==> src/rtl/hub75_pkg.sv <==
// Shared constants and types for the HUB75 frame RAM arbiter slice.
package hub75_pkg;

  localparam int unsigned DEF_WIDTH     = 64;
  localparam int unsigned DEF_HEIGHT    = 32;
  localparam int unsigned PIXELS        = DEF_WIDTH * DEF_HEIGHT;
  localparam int unsigned PIX_ADDR_BITS = $clog2(PIXELS);
  localparam int unsigned RD_LATENCY    = 2;

  typedef enum logic {
    BANK_A = 1'b0,
    BANK_B = 1'b1
  } bank_t;

endpackage

==> src/rtl/hub75_frame_arbiter_pixel_fifo.sv <==
// Small synchronous FIFO for queued writer pixels; flush wins over pop, a
// push in the flush cycle lands in slot 0.
module pixel_fifo #(
  parameter int unsigned DATA_W = 32,
  parameter int unsigned DEPTH  = 4,
  localparam int unsigned PW    = $clog2(DEPTH),
  localparam int unsigned CW    = PW + 1
) (
  input  logic              clk,
  input  logic              reset,
  input  logic              push,
  input  logic              pop,
  input  logic              flush,
  input  logic [DATA_W-1:0] din,
  output logic [DATA_W-1:0] dout,
  output logic              full,
  output logic              empty,
  output logic [CW-1:0]     count
);

  logic [DATA_W-1:0] mem [DEPTH];
  logic [PW-1:0]     rp;
  logic [PW-1:0]     wp;

  always_ff @(posedge clk) begin
    if (push) mem[flush ? '0 : wp] <= din;
  end

  always_ff @(posedge clk or posedge reset) begin
    if (reset) begin
      rp    <= '0;
      wp    <= '0;
      count <= '0;
    end else if (flush) begin
      rp    <= '0;
      wp    <= push ? PW'(1) : '0;
      count <= CW'(push);
    end else begin
      if (push) wp <= wp + PW'(1);
      if (pop)  rp <= rp + PW'(1);
      count <= count + CW'(push) - CW'(pop);
    end
  end

  assign dout  = mem[rp];
  assign full  = (count == CW'(DEPTH));
  assign empty = (count == '0);

endmodule

==> src/rtl/hub75_frame_arbiter.sv <==
// Arbitrates the single-port double-buffered frame RAM between the HUB75 scan
// reader (absolute priority) and the queued SPI pixel writer.
module hub75_frame_arbiter
  import hub75_pkg::*;
#(
  parameter int unsigned BITS_PER_PIXEL = 32,
  parameter int unsigned WIDTH          = DEF_WIDTH,
  parameter int unsigned HEIGHT         = DEF_HEIGHT,
  parameter int unsigned FIFO_DEPTH     = 4,
  localparam int unsigned NPIX          = WIDTH * HEIGHT,
  localparam int unsigned AW            = $clog2(NPIX)
) (
  input  logic                      clk,
  input  logic                      reset,
  input  logic                      wr_valid,
  output logic                      wr_ready,
  input  logic [BITS_PER_PIXEL-1:0] wr_data,
  input  logic                      wr_restart,
  input  logic                      rd_req,
  input  logic [AW-1:0]             rd_addr,
  output logic                      rd_valid,
  output logic [BITS_PER_PIXEL-1:0] rd_data,
  input  logic                      rd_frame_end,
  output logic [AW:0]               mem_addr,
  output logic                      mem_we,
  output logic [BITS_PER_PIXEL-1:0] mem_wdata,
  input  logic [BITS_PER_PIXEL-1:0] mem_rdata,
  output logic                      front_bank,
  output logic                      swap_pending,
  output logic [7:0]                swap_count
);

  localparam int unsigned CW = $clog2(FIFO_DEPTH) + 1;

  logic [BITS_PER_PIXEL-1:0] fifo_head;
  logic                      fifo_full;
  logic                      fifo_empty;
  logic [CW-1:0]             fifo_count;
  logic [CW-1:0]             count_next;
  logic                      push;
  logic                      pop;
  logic                      back_bank;
  bank_t                     front_q;
  logic [AW-1:0]             wp;
  logic [RD_LATENCY-1:0]     rd_pipe;

  // wr_ready is registered, so it must look at the occupancy after this edge.
  always_comb begin
    push       = wr_valid && wr_ready && !fifo_full;
    pop        = !rd_req && !fifo_empty && !swap_pending && !wr_restart;
    count_next = fifo_count + CW'(push) - CW'(pop);
    if (wr_restart) count_next = CW'(push);
  end

  assign back_bank  = ~front_q;
  assign front_bank = front_q;

  pixel_fifo #(
    .DATA_W (BITS_PER_PIXEL),
    .DEPTH  (FIFO_DEPTH)
  ) u_fifo (
    .clk   (clk),
    .reset (reset),
    .push  (push),
    .pop   (pop),
    .flush (wr_restart),
    .din   (wr_data),
    .dout  (fifo_head),
    .full  (fifo_full),
    .empty (fifo_empty),
    .count (fifo_count)
  );

  always_ff @(posedge clk or posedge reset) begin
    if (reset) begin
      front_q      <= BANK_A;
      swap_pending <= 1'b0;
      swap_count   <= '0;
      wp           <= '0;
      wr_ready     <= 1'b0;
      mem_we       <= 1'b0;
      mem_addr     <= '0;
      mem_wdata    <= '0;
      rd_pipe      <= '0;
      rd_valid     <= 1'b0;
      rd_data      <= '0;
    end else begin
      wr_ready <= (count_next != CW'(FIFO_DEPTH));

      rd_pipe  <= {rd_pipe[RD_LATENCY-2:0], rd_req};
      rd_valid <= rd_pipe[RD_LATENCY-1];
      if (rd_pipe[RD_LATENCY-1]) rd_data <= mem_rdata;

      if (rd_req) begin
        mem_we   <= 1'b0;
        mem_addr <= {front_q, rd_addr};
      end else if (pop) begin
        mem_we    <= 1'b1;
        mem_addr  <= {back_bank, wp};
        mem_wdata <= fifo_head;
        if (wp == AW'(NPIX - 1)) begin
          wp           <= '0;
          swap_pending <= 1'b1;
        end else begin
          wp <= wp + AW'(1);
        end
      end else begin
        mem_we <= 1'b0;
      end

      if (wr_restart) wp <= '0;

      // A pop needs swap_pending low and a swap needs it high, so these never collide.
      if (rd_frame_end && swap_pending) begin
        front_q      <= bank_t'(back_bank);
        swap_pending <= 1'b0;
        swap_count   <= swap_count + 8'd1;
      end
    end
  end

endmodule

==> config.mk <==
export PLATFORM = sky130hd
export DESIGN_NAME = hub75_frame_arbiter
export DESIGN_NICKNAME = d
export VERILOG_FILES = /design/src/rtl/hub75_pkg.sv /design/src/rtl/hub75_frame_arbiter_pixel_fifo.sv /design/src/rtl/hub75_frame_arbiter.sv
export SDC_FILE = /design/constraint.sdc
export NUM_CORES = 1
export LEC_CHECK = 0
export CELL_PAD_IN_SITES_DETAIL_PLACEMENT = 0
export CELL_PAD_IN_SITES_GLOBAL_PLACEMENT = 1
export CORE_MARGIN = 3
export CORE_UTILIZATION = 32
export CTS_CLUSTER_SIZE = 30
export DETAILED_ROUTE_END_ITERATION = 6
export PLACE_DENSITY = 0.6
export SETUP_SLACK_MARGIN = 0.4
export SLEW_MARGIN = 10
export SYNTH_ARGS = -nofsm -noshare
export SYNTH_HDL_FRONTEND = slang
export SYNTH_HIERARCHICAL = 1
export SYNTH_SLANG_ARGS = --single-unit
==> constraint.sdc <==
create_clock -name clk -period 4.45 [get_ports clk]
set_input_delay 1.335 -clock clk [delete_from_list [all_inputs] [get_ports clk]]
set_output_delay 1.335 -clock clk [all_outputs]
set_load 0.005 [all_outputs]
run_1/layer_met4.png
Cells faint in the background.
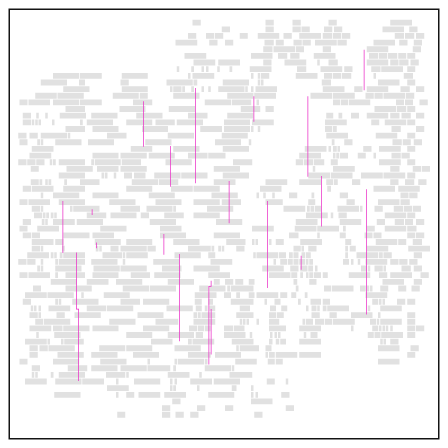
main direction: vertical
wire length on this layer: 437 µm
final wirelength: 20340 µm
via count: 5332

run_1/io_placement.png
Pins as bars across the die edge, other pins in grey.
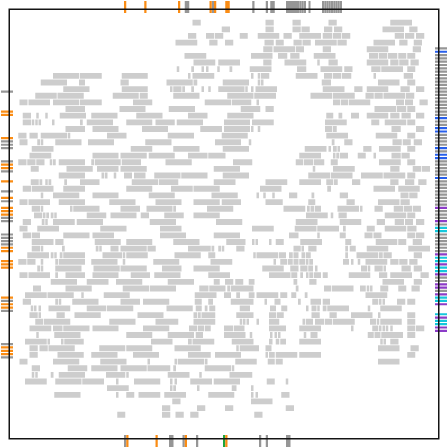
[rd_addr] cyan | pins: 11 | direction: input | edge: east
[mem_addr] purple | pins: 12 | direction: output | edge: east
[reset] green | pins: 1 | direction: input | edge: south
[swap_count] blue | pins: 8 | direction: output | edge: east
[wr_data] orange | pins: 32 | direction: input | edge: 21 west, 7 north, 4 south
all pins by edge: 84 east, 39 west, 33 north, 14 south
I/O Buffers: 169
chip height: 175.2 µm
Die Width: 175.2 µm

run_1/flops_by_reg.png
Other sequential cells in the stronger grey, the rest of the logic in the fainter grey.
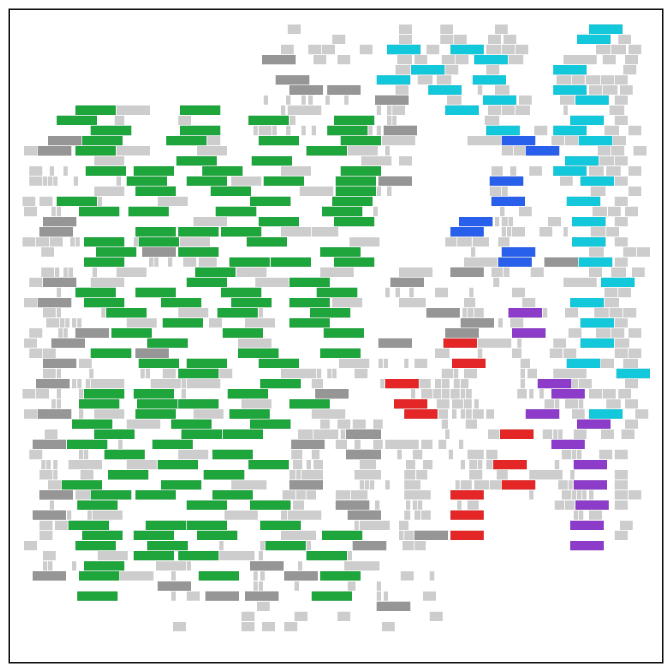
[wp] red | flops: 11
[mem_addr] purple | flops: 12
[rd_data] cyan | flops: 32
[swap_count] blue | flops: 8
[u_fifo/mem] green | flops: 128
not coloured: 46
sequential cell area share: 0.5423
Seq. cell area: 6574 µm²
post-layout util: 0.4328
sequential power: 2.89 mW

==> impl_metrics.env, run 1 <==
# physical design summary
export IMPL_die_area_um2=30690
export IMPL_end_kind="flip-flop"
export IMPL_cp_depth=11
export IMPL_mux_share=0.1238
export IMPL_synthXorXnorAreaFrac=0.02158
export IMPL_cap_violations=0
export IMPL_critPathLaunchType="input port"
export IMPL_yosysTopAreaCellShare=0.4197
export IMPL_grt_usage=0.1318
export IMPL_r2r_end="u_fifo/count[2]"
export IMPL_drv_slew=0
export IMPL_syn_area_per_cell_um2=16.07
export IMPL_power_density_nw_per_um2=516.4
export IMPL_logic_gate_count=300
export IMPL_clk_pin_slew_ns=0.06
export IMPL_crit_path_start="rd_req"
export IMPL_yosysWarnings=6
export IMPL_status="finished, final reports clean"
export IMPL_buf_share=0.1486
export IMPL_p_sw_frac=0.2655
export IMPL_first_pass_iters=4
export IMPL_synth_top_cell_by_area="edfxtp_1"
export IMPL_wl_met1_um=9241
export IMPL_r2r_start="u_fifo/count[1]"
export IMPL_min_from="rd_pipe[0]"
export IMPL_path_max_fanout=5
export IMPL_clock_fmax_mhz=316.0
export IMPL_ff_type="edfxtp_1"
export IMPL_synth_edff_count=128
export IMPL_slowest_stage="clkdlybuf4s50_1"
export IMPL_most_common_cell="nand2_1"
export IMPL_ff2ff_path_depth=11
export IMPL_place_gp_congestion=0.7523
export IMPL_finalClockSkew_ns=0.01404
export IMPL_finalCritPeriodShare=0.7111
export IMPL_area_leaders="edfxtp_1 (42%), dfrtp_1 (30%), mux4_2 (6.6%)"
export IMPL_stdcell_area_um2=12120
export IMPL_worst_slew_pin_slew_ns=0.9036
export IMPL_rsz0062_at_grt="false"
export IMPL_fill_cells=2591
export IMPL_clkbuf_count=34
export IMPL_met1_usage=0.1799
export IMPL_sh_comb_area=0.2004
export IMPL_min_to="rd_pipe[1]"
export IMPL_power_top_consumer="registers"
export IMPL_setup_slack_ns=1.286
export IMPL_switchingPower_mw=1.662
export IMPL_cp_data_arrival_time_ns=3.57
export IMPL_grt_use_met3=0.03455
export IMPL_path_buffers=4
export IMPL_seq_cells=237
export IMPL_yosysUniqueCellTypes=40
export IMPL_yosys_area_um2=9159
export IMPL_hold_depth=0
export IMPL_place_inst=1106
export IMPL_synthTopCellsByCount="nand2_1 (129), edfxtp_1 (128), dfrtp_1 (109)"
export IMPL_reg2reg_slack_ns=1.83
export IMPL_nets=845
export IMPL_ctsHtreeMaxLevel=1
export IMPL_pg_clk_mw=2.01
export IMPL_cts_resized=0
export IMPL_ant_nets=0
export IMPL_drt_iter0_drc=290
export IMPL_cp_endpoint="u_fifo/count[2]"
export IMPL_layout_drive_gt1_share=0.1620
export IMPL_grt_max_degree=65
export IMPL_compound_area_frac=0.02295
export IMPL_p_int_mw=4.597
export IMPL_fp_utilization=0.3270
export IMPL_antenna_found_initial=2
export IMPL_root_buffer="clkbuf_16"
export IMPL_ir_drop_uv=275.3
export IMPL_syn_nets=658
export IMPL_cts_sinks=237
export IMPL_logic_family="multiplexers"
export IMPL_pwr_share_clk=0.321
export IMPL_cts_tree="done"
export IMPL_final_common_cell="clkdlybuf4s50_1"
export IMPL_hold_path_class="flip-flop to flip-flop"
export IMPL_n_all_buffers=182
export IMPL_synth_async_reset_ratio=0.4599
export IMPL_ys_sh_simple=0.08197
export IMPL_warnings=26
export IMPL_wl_met2_um=9245
export IMPL_first_global_vias=5771
export IMPL_place_area_um2=11310
export IMPL_leakage_nw=4.617
export IMPL_highest_layer="met5"
export IMPL_finalHoldViolCount=0
export IMPL_synth_flop_count=237
export IMPL_period_needed_ns=3.164
export IMPL_grtUsageMet2=0.2119
export IMPL_p_comb_frac=0.216
export IMPL_whs_ns=0.3524
export IMPL_setup_viol=0
export IMPL_clk_share=0.06668
export IMPL_core_region_area_um2=28010
export IMPL_comb_power_mw=1.35
export IMPL_syn_cell_area_um2=9159
export IMPL_netlist_instances=570
export IMPL_routed_via_density=4.612
export IMPL_grt_pass1_wl_um=32350
export IMPL_taps=378
export IMPL_largest_registers="u_fifo/mem: 128 flops, mem_wdata: 32 flops, rd_data: 32 flops"
export IMPL_num_nonclk_inverters=9
export IMPL_critPathRequiredTime_ns=4.86
export IMPL_cts_hold_buf=0
export IMPL_areaGrowthSynthToFinish_pct=32.35
export IMPL_top_register="u_fifo/mem"
export IMPL_n_antenna_cell=0
export IMPL_clock_path_buffers=3
export IMPL_combGateArea_um2=2429
export IMPL_insertion_delay_ns=0.54
export IMPL_timing_critical_path_mode_cell="inv_1"
export IMPL_yosys_cells=570
export IMPL_crit_family="adder cells"
export IMPL_dominant_cells="flip-flops and latches"
export IMPL_cpPeakStageDelay_ns=0.47
export IMPL_ys_seq_frac=0.7175
export IMPL_fin_tns_setup_ns=0
export IMPL_rows=61
export IMPL_grt_overflow=0
export IMPL_dp_slack_ns=0.7227
export IMPL_slew_headroom=0.3976
export IMPL_fin_cells=1156
export IMPL_wl_per_cell_um=17.59
export IMPL_hpwl_um=12890
export IMPL_route_met3_wl_um=1391
export IMPL_postCtsSetupRepairBufs=0
export IMPL_globalRoute_busiestLayer="met2"
export IMPL_seqPwrFrac=0.462
export IMPL_finalPower_mw=6.259
export IMPL_most_common_layout_cells="clkdlybuf4s50_1 (169), nand2_1 (129), edfxtp_1 (128)"
export IMPL_adder_share=0.01120
export IMPL_remaining_drc_errors=0
export IMPL_ios=170
export IMPL_numCtsBuffers=27
export IMPL_crit_chain="clkdlybuf4s50_1 > nor3_2 > nand2b_2 > inv_1 > ha_1 > inv_1 > ha_1 > inv_1 > fa_1 > xnor3_1 > nor2_1"
export IMPL_largest_register_ffs=128
run_1/clk_routes.png
Scale bar: 50 µm.
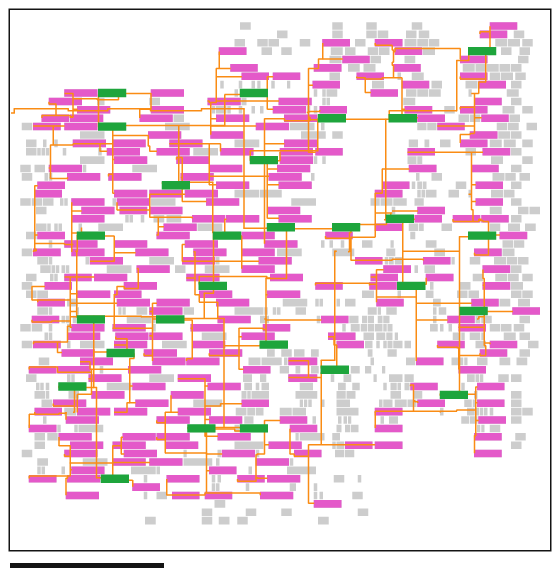

==> run 2: changes to the inputs <==
--- a/config.mk
+++ b/config.mk
@@ -11,7 +11,7 @@
 export CORE_UTILIZATION = 32
 export CTS_CLUSTER_SIZE = 30
 export DETAILED_ROUTE_END_ITERATION = 6
-export PLACE_DENSITY = 0.6
+export PLACE_DENSITY = 0.62
 export SETUP_SLACK_MARGIN = 0.4
 export SLEW_MARGIN = 10
 export SYNTH_ARGS = -nofsm -noshare
==> constraint.sdc (replaced) <==
create_clock -name clk -period 2.9 [get_ports clk]
set_input_delay 0.87 -clock clk [delete_from_list [all_inputs] [get_ports clk]]
set_output_delay 0.87 -clock clk [all_outputs]
set_load 0.005 [all_outputs]
run_2/clk_routes.png
Scale bar: 50 µm.
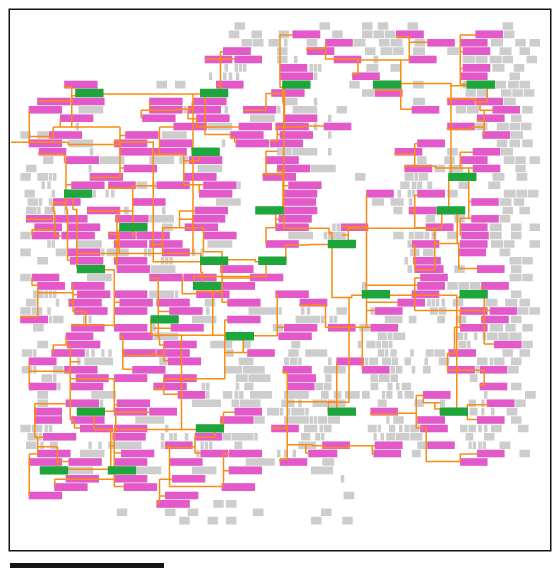
[clock wires] orange | length: 2890 µm
[clock drivers] green | count: 26
[flip-flops] magenta | count: 237
flops lie: all over the die
routed clock nets: 27
Clk. pwr: 3.13 mW
final worst clock skew: 0.009799 ns

run_2/layer_met4.png
Cells faint in the background.
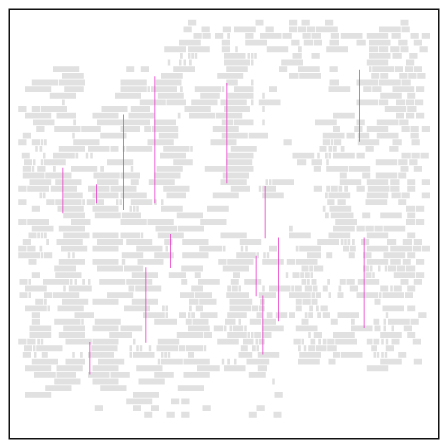
wire length on this layer: 375 µm
share of all routed wire: 1.8%
nets with wire on the layer: 4
via count: 5367
final wirelength: 20370 µm

==> run 2 against run 1 <==
Net effect:
- flip-flop count stayed put
- non-clock buffer count is 8 higher
- wire length is 0.16% higher
- worst hold slack worse by 0.0015 ns
- first-iteration DRC count is 4.8% lower
- clock skew is 0.0042 ns lower
- sequential share of layout area is 0.94 points lower
- utilization is 0.78 points higher
- final cell count is 0.52% higher
- area after synthesis stayed put
- critical endpoint is now swap_pending
==> impl_metrics.env, run 2 <==
# physical design summary
export IMPL_reg2reg_slack_ns=0.62
export IMPL_cp_depth=1
export IMPL_rows=61
export IMPL_logic_gate_count=300
export IMPL_combGateArea_um2=2476
export IMPL_ff_latch_area_um2=6576
export IMPL_seqPwrFrac=0.457
export IMPL_crit_chain="clkdlybuf4s50_1"
export IMPL_place_area_um2=11480
export IMPL_met1_usage=0.1776
export IMPL_min_from="rd_pipe[0]"
export IMPL_p_seq_mw=4.47
export IMPL_clk_pin_slew_ns=0.06
export IMPL_root_buffer="clkbuf_16"
export IMPL_grt_overflow=0
export IMPL_cts_tree="done"
export IMPL_remaining_drc_errors=0
export IMPL_critPathRequiredTime_ns=2.03
export IMPL_switchingPower_mw=2.537
export IMPL_hpwl_um=13260
export IMPL_comb_power_mw=2.19
export IMPL_slew_headroom=0.4167
export IMPL_insertion_delay_ns=0.52
export IMPL_n_antenna_cell=0
export IMPL_path_buffers=1
export IMPL_fin_tns_setup_ns=0
export IMPL_wl_met1_um=8924
export IMPL_synth_top_cell_by_area="edfxtp_1"
export IMPL_yosysUniqueCellTypes=40
export IMPL_clkbuf_count=37
export IMPL_finalCritPeriodShare=0.8231
export IMPL_ff2ff_path_depth=9
export IMPL_grt_use_met3=0.03781
export IMPL_adder_share=0.01120
export IMPL_place_gp_congestion=0.7535
export IMPL_synthXorXnorAreaFrac=0.02158
export IMPL_fp_utilization=0.3270
export IMPL_clock_path_buffers=3
export IMPL_synth_edff_count=128
export IMPL_logic_family="multiplexers"
export IMPL_p_int_mw=7.259
export IMPL_numCtsBuffers=26
export IMPL_yosys_area_um2=9159
export IMPL_r2r_end="wr_ready"
export IMPL_wl_per_cell_um=17.53
export IMPL_setup_viol=0
export IMPL_dp_slack_ns=-0.1323
export IMPL_yosysTopAreaCellShare=0.4197
export IMPL_fin_util=0.4406
export IMPL_status="finished, final reports clean"
export IMPL_p_sw_frac=0.2590
export IMPL_cap_violations=0
export IMPL_ys_sh_simple=0.08197
export IMPL_cts_sinks=237
export IMPL_min_to="rd_pipe[1]"
export IMPL_drv_slew=0
export IMPL_dieHeight_um=175.2
export IMPL_synth_async_reset_ratio=0.4599
export IMPL_r2r_start="u_fifo/count[1]"
export IMPL_final_common_cell="clkdlybuf4s50_1"
export IMPL_postCtsSetupRepairBufs=0
export IMPL_ios=170
export IMPL_globalRoute_busiestLayer="met2"
export IMPL_netlist_instances=570
export IMPL_synth_flop_count=237
export IMPL_portBuffers=169
export IMPL_syn_cell_area_um2=9159
export IMPL_route_met3_wl_um=1592
export IMPL_routed_via_density=4.619
export IMPL_num_nonclk_inverters=9
export IMPL_clock_fmax_mhz=418.9
export IMPL_drt_iter0_drc=276
export IMPL_setup_slack_ns=0.5129
export IMPL_nets=852
export IMPL_syn_area_per_cell_um2=16.07
export IMPL_period_needed_ns=2.387
export IMPL_power_density_nw_per_um2=793.8
export IMPL_mux_share=0.1238
export IMPL_ant_nets=0
export IMPL_grt_pass1_wl_um=32350
export IMPL_fill_cells=2508
export IMPL_syn_nets=658
export IMPL_most_common_layout_cells="clkdlybuf4s50_1 (168), nand2_1 (129), edfxtp_1 (128)"
export IMPL_area_leaders="edfxtp_1 (42%), dfrtp_1 (30%), mux4_2 (6.6%)"
export IMPL_critPathLaunchType="flip-flop"
export IMPL_crit_family="buffers and inverters"
export IMPL_dominant_cells="flip-flops and latches"
export IMPL_place_inst=1114
export IMPL_slowest_stage="clkdlybuf4s50_1"
export IMPL_first_global_vias=5712
export IMPL_die_w_um=175.2
export IMPL_hold_path_class="flip-flop to flip-flop"
export IMPL_wl_met2_um=9455
export IMPL_grt_max_degree=82
export IMPL_sh_comb_area=0.2006
export IMPL_p_comb_frac=0.224
export IMPL_whs_ns=0.3508
export IMPL_grtUsageMet2=0.2153
export IMPL_cts_hold_buf=0
export IMPL_synthTopCellsByCount="nand2_1 (129), edfxtp_1 (128), dfrtp_1 (109)"
export IMPL_largest_registers="u_fifo/mem: 128 flops, mem_wdata: 32 flops, rd_data: 32 flops"
export IMPL_hold_depth=0
export IMPL_top_register="u_fifo/mem"
export IMPL_highest_layer="met5"
export IMPL_cp_data_arrival_time_ns=1.52
export IMPL_clk_share=0.06742
No activity file was given, so power comes from the tool's default toggle rates.
